Design jk_cmd_seq, sky130hd; sources not shown.
run_1/placement.png
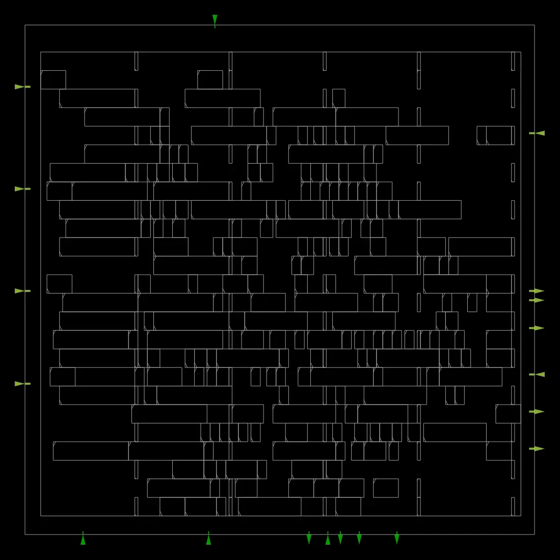
post-route insts no fill: 297
Layout fillers: 453
floorplan row count: 25
Final Util: 0.506
Seq area share: 0.515

run_1/io_placement.png
(6 px per um) Pins as bars across the die edge, other pins in grey.
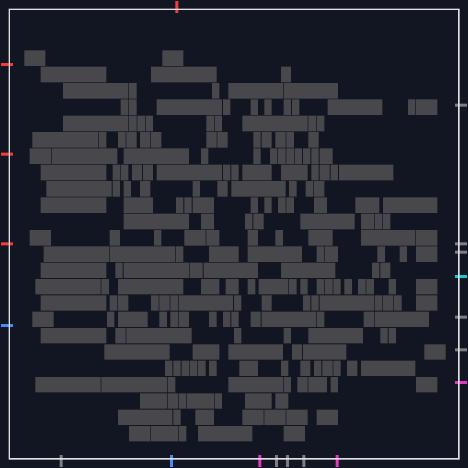
Magenta marks fifo_count, pins 3, direction output, edge 2 bottom, 1 right. Blue marks cmd_op, pins 2, direction input, edge 1 left, 1 bottom. Cyan marks K, pins 1, direction output, edge right. Red marks cmd_rep, pins 4, direction input, edge 3 left, 1 top.
# port buffers: 18
die x size: 74.7 um
die height: 74.7 um

run_1/wires.png
(4 px per um) Only two layers are drawn.
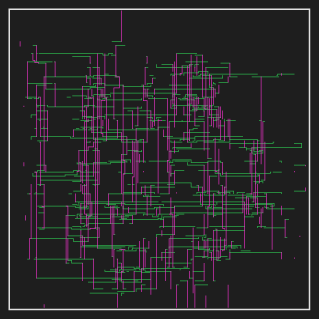
Green marks metal 1, wire length 1620 um. Magenta marks metal 2, wire length 1540 um.
Total GRT Usage: 0.140
Post-Route WL: 3.31 mm

run_1/layer_met2.png
(4 px per um) Cells faint in the background.
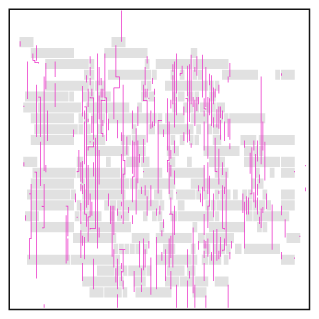
The longest straight run is 48.6 um. The wires run mostly vertical. The layer holds 46% of the routed length. The layer carries 1540 um of wire. 174 nets have wire on it.
vias: 1322
met2 GRT Util: 0.227

==> results.py, run 1 <==
# Physical implementation metrics
metrics = {
    "setup_path": {
        "required_ps": 2780,
        "start_kind": "flop",
        "critical_path_class": "flop to flop",
        "critical_path.cell_chain": "nor2_2 > nand2_2 > inv_2 > ha_1 > inv_1 > fa_1 > a21oi_1 > o21ai_0 > xor2_1",
    },
    "power": {
        "peakVddDrop_uv": 518,
        "p_leak_nw": 1.09,
    },
    "die": {
        "die_area_um2": 5580,
        "core_um2": 4790,
    },
    "routing": {
        "ant_nets": 0,
        "drc": 0,
    },
    "timing": {
        "finalCriticalPeriod_ps": 1950,
        "fmax_ghz": 0.512,
        "hold_viol": 0,
        "setup_viol": 0,
        "rsz0062_at_grt": "false",
    },
    "hold_path": {
        "whs_path_depth": 2,
    },
    "logic_synthesis": {
        "yosys_register_bits": 45,
        "top_cell": "nand2_1",
        "fp_nets": 224,
    },
    "clock_tree": {
        "clock_path_buffers": 2,
    },
    "status": {
        "status": "completed",
    },
}
-- run 1: layer usage --
layer,share of wire,up-vias,GRT usage
met5,0,-,0
met4,0.016,0,0.0536
met3,0.028,4,0.0281
met2,0.46,20,0.227
met1,0.49,601,0.189
li1,-,697,-
-- run 1: metrics by stage --
step / hold WS [ps] / instance area, um2 / setup WS (ps) / power, W / utilization
after global placement: 445 / 2290 / 532 / 0.00234 / 0.478
final: 467 / 2420 / 648 / 0.00295 / 0.506
after detailed placement: 454 / 2290 / 492 / 0.00236 / 0.478
after CTS: 475 / 2420 / 617 / 0.00298 / 0.506
after global routing: 519 / 2420 / 468 / 0.00320 / 0.506
after floorplan: 367 / 2050 / 510 / 0.00206 / -
-- run 1: power groups by stage --
stage | Sequential, W | Clock (W) | Combinational [W]
2_1_floorplan | 0.00116 | 0 | 0.000903
3_5_place_dp | 0.00118 | 0 | 0.00118
4_1_cts | 0.00116 | 0.000624 | 0.00119
6_report | 0.00116 | 0.000615 | 0.00117
5_1_grt | 0.00119 | 0.000653 | 0.00136
3_3_place_gp | 0.00118 | 0 | 0.00116
-- run 1: kinds of logic (layout without fill, tap and decap cells) --
family | Yosys count | in the layout | synth area share
AND/OR/NAND/NOR | 102 | 102 | 0.224
flip-flops | 45 | 45 | 0.608
buffers and inverters | 37 | 60 | 0.0751
AND-OR/OR-AND | 12 | 12 | 0.0293
adder cells (fa/ha/maj) | 7 | 7 | 0.0464
XOR/XNOR | 4 | 4 | 0.0171
-- run 1: area by class of cell --
class,count,area [um2],area share
well taps,67,83.8,0.0346
repair buffers,18,180,0.0745
multi-input cells,125,648,0.268
flip-flops and latches,45,1250,0.515
inverters,34,128,0.0527
clock inverters,3,65.1,0.0269
clock buffers,5,68.8,0.0284
-- run 1: worst reg2reg max path: cells and delay by family, from the launching register on --
family                   cells  cell delay, ps
AND-OR/OR-AND                2             250
XOR/XNOR                     1             150
adder cells (fa/ha/maj)      2             520
buffers and inverters        2             180
flip-flops                   1             430
AND/OR/NAND/NOR              2             300
-- run 1: layout by cell type, fill, tap and decap left out, types with 2 or more instances in the layout --
cell and count:
a21oi_1 2, nand3_1 20, xor2_1 3, bufinv_16 2, o21ai_0 3, inv_2 6, nand2_4 2, nand2_1 51
nand3_2 2, nor2_1 18, o21ai_1 7, clkbuf_8 5, nand2_2 6, ha_1 6, dfrtp_1 21, inv_1 28
edfxtp_1 24, nor2_2 2, clkdlybuf4s50_1 18
==> run 1 -> run 2 <==
clock period = 2 ns   (was 2.6 ns; I/O delays follow)
==> run 2 against run 1 <==
Largest power group unchanged; first-iteration DRC count is 2.7% lower; register-to-register slack worse by 480 ps; utilization is 1.0 points higher.
==> results.py, run 2 <==
# Physical implementation metrics
metrics = {
    "timing": {
        "hold_viol": 0,
        "fmax_ghz": 0.546,
        "rsz0062_at_grt": "false",
        "setup_viol": 0,
        "hold_slack_ps": 339,
        "fin_ws_ps": 169,
    },
    "die": {
        "core.rowCount": 25,
        "die_area_um2": 5580,
        "dieHeight_um": 74.7,
        "chipWidth_um": 74.7,
    },
    "logic_synthesis": {
        "yosys_register_bits": 45,
        "edf_count": 24,
        "fp_nets": 224,
        "top_cell": "nand2_1",
        "synth.distinct_cells": 21,
    },
    "status": {
        "status": "completed",
    },
    "routing": {
        "drc": 0,
        "ant_nets": 0,
    },
    "setup_path": {
        "r2r_cells": 10,
        "critical_path_class": "flop to flop",
        "start_kind": "flop",
    },
    "placed_design": {
        "port_buffers": 18,
        "dp_slack_ps": 109,
    },
    "final_layout": {
        "syn_to_final_growth_pct": 20.6,
        "area.sequential_um2": 1250,
        "final_cells": 305,
        "mostFrequentLayoutCells": "nand2_1 (51), inv_1 (27), edfxtp_1 (24), dfrtp_1 (20), nand3_1 (19)",
        "logic_area_um2": 664,
    },
    "power": {
        "peakVddDrop_uv": 584,
    },
}
run 2: cell counts after synthesis:
Identical to the previous run, type by type.
run 2: cells by family after synthesis:
| kind of cell | synth area share |
|---|---|
| xor+xnor | 0.0171 |
| flops | 0.608 |
| fa+ha+maj | 0.0464 |
| compound gates | 0.0293 |
| simple gates | 0.224 |
| buf+inv | 0.0751 |
run 2: power groups by stage:
stage / clock [W] / combinational (W) / sequential, W
3_3_place_gp: 0 / 0.00160 / 0.00153
4_1_cts: 0.000671 / 0.00163 / 0.00151
6_report: 0.000653 / 0.00164 / 0.00151
5_1_grt: 0.000710 / 0.00190 / 0.00155
3_5_place_dp: 0 / 0.00162 / 0.00153
2_1_floorplan: 0 / 0.00118 / 0.00150
run 2: through the flow:
stage / power, W / instance area, um2
2_1_floorplan: 0.00268 / 2050
3_3_place_gp: 0.00313 / 2340
3_5_place_dp: 0.00314 / 2340
4_1_cts: 0.00380 / 2450
5_1_grt: 0.00416 / 2470
6_report: 0.00380 / 2470
run 2: timing repair:
item	4_1_cts	5_1_grt
hold buffers	0	0
buffers inserted	0	1
resized	0	5
endpoints found under the setup margin	0	1
run 2: worst max-delay path, stage by stage (launching register included):
cell	delay [ps]
dfrtp_1	410
inv_2	80
nand3_1	100
nand2_2	60
inv_2	80
ha_1	150
inv_1	80
fa_2	360
a21oi_2	140
o21ai_0	110
xor2_1	150
run 2: metal layers:
metal  global-route usage  up-vias  part of all wire
li1                     -      708                 -
met1                0.195      619              0.48
met2                0.219       20              0.48
met3               0.0321        4             0.027
met4               0.0476        0             0.012
met5                    0        -                 0
run 2: final cells by class:
type                       instances  share of cell area
sequential                        45               0.505
multi-input combinational        125               0.269
timing repair buffer              26              0.0973
inverter                          34              0.0517
tap                               67              0.0339
clock buffer                       6              0.0294
clock inverter                     2              0.0137
run_2/placement.png
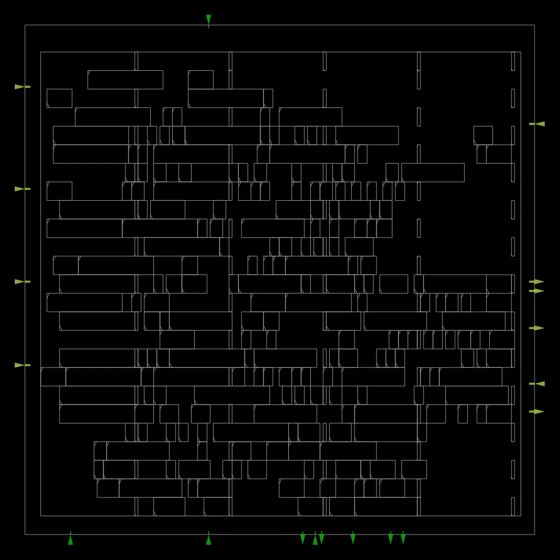
Seq cells: 45
Layout fillers: 444
Final Util: 0.516
total core area: 4790 um2

run_2/layer_met2.png
(4 px per um) Cells faint in the background.
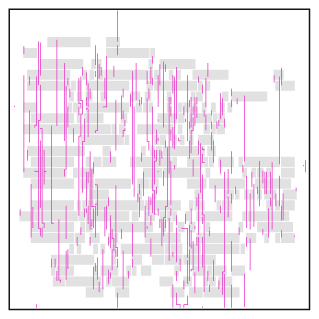
The wires run mostly vertical. The longest straight run is 28.2 um. 181 nets have wire on it. The layer holds 48% of the routed length. The layer carries 1610 um of wire.
Post-Route WL: 3.38 mm
vias: 1351
met2 GRT Util: 0.219

No activity file was given, so power comes from the tool's default toggle rates.
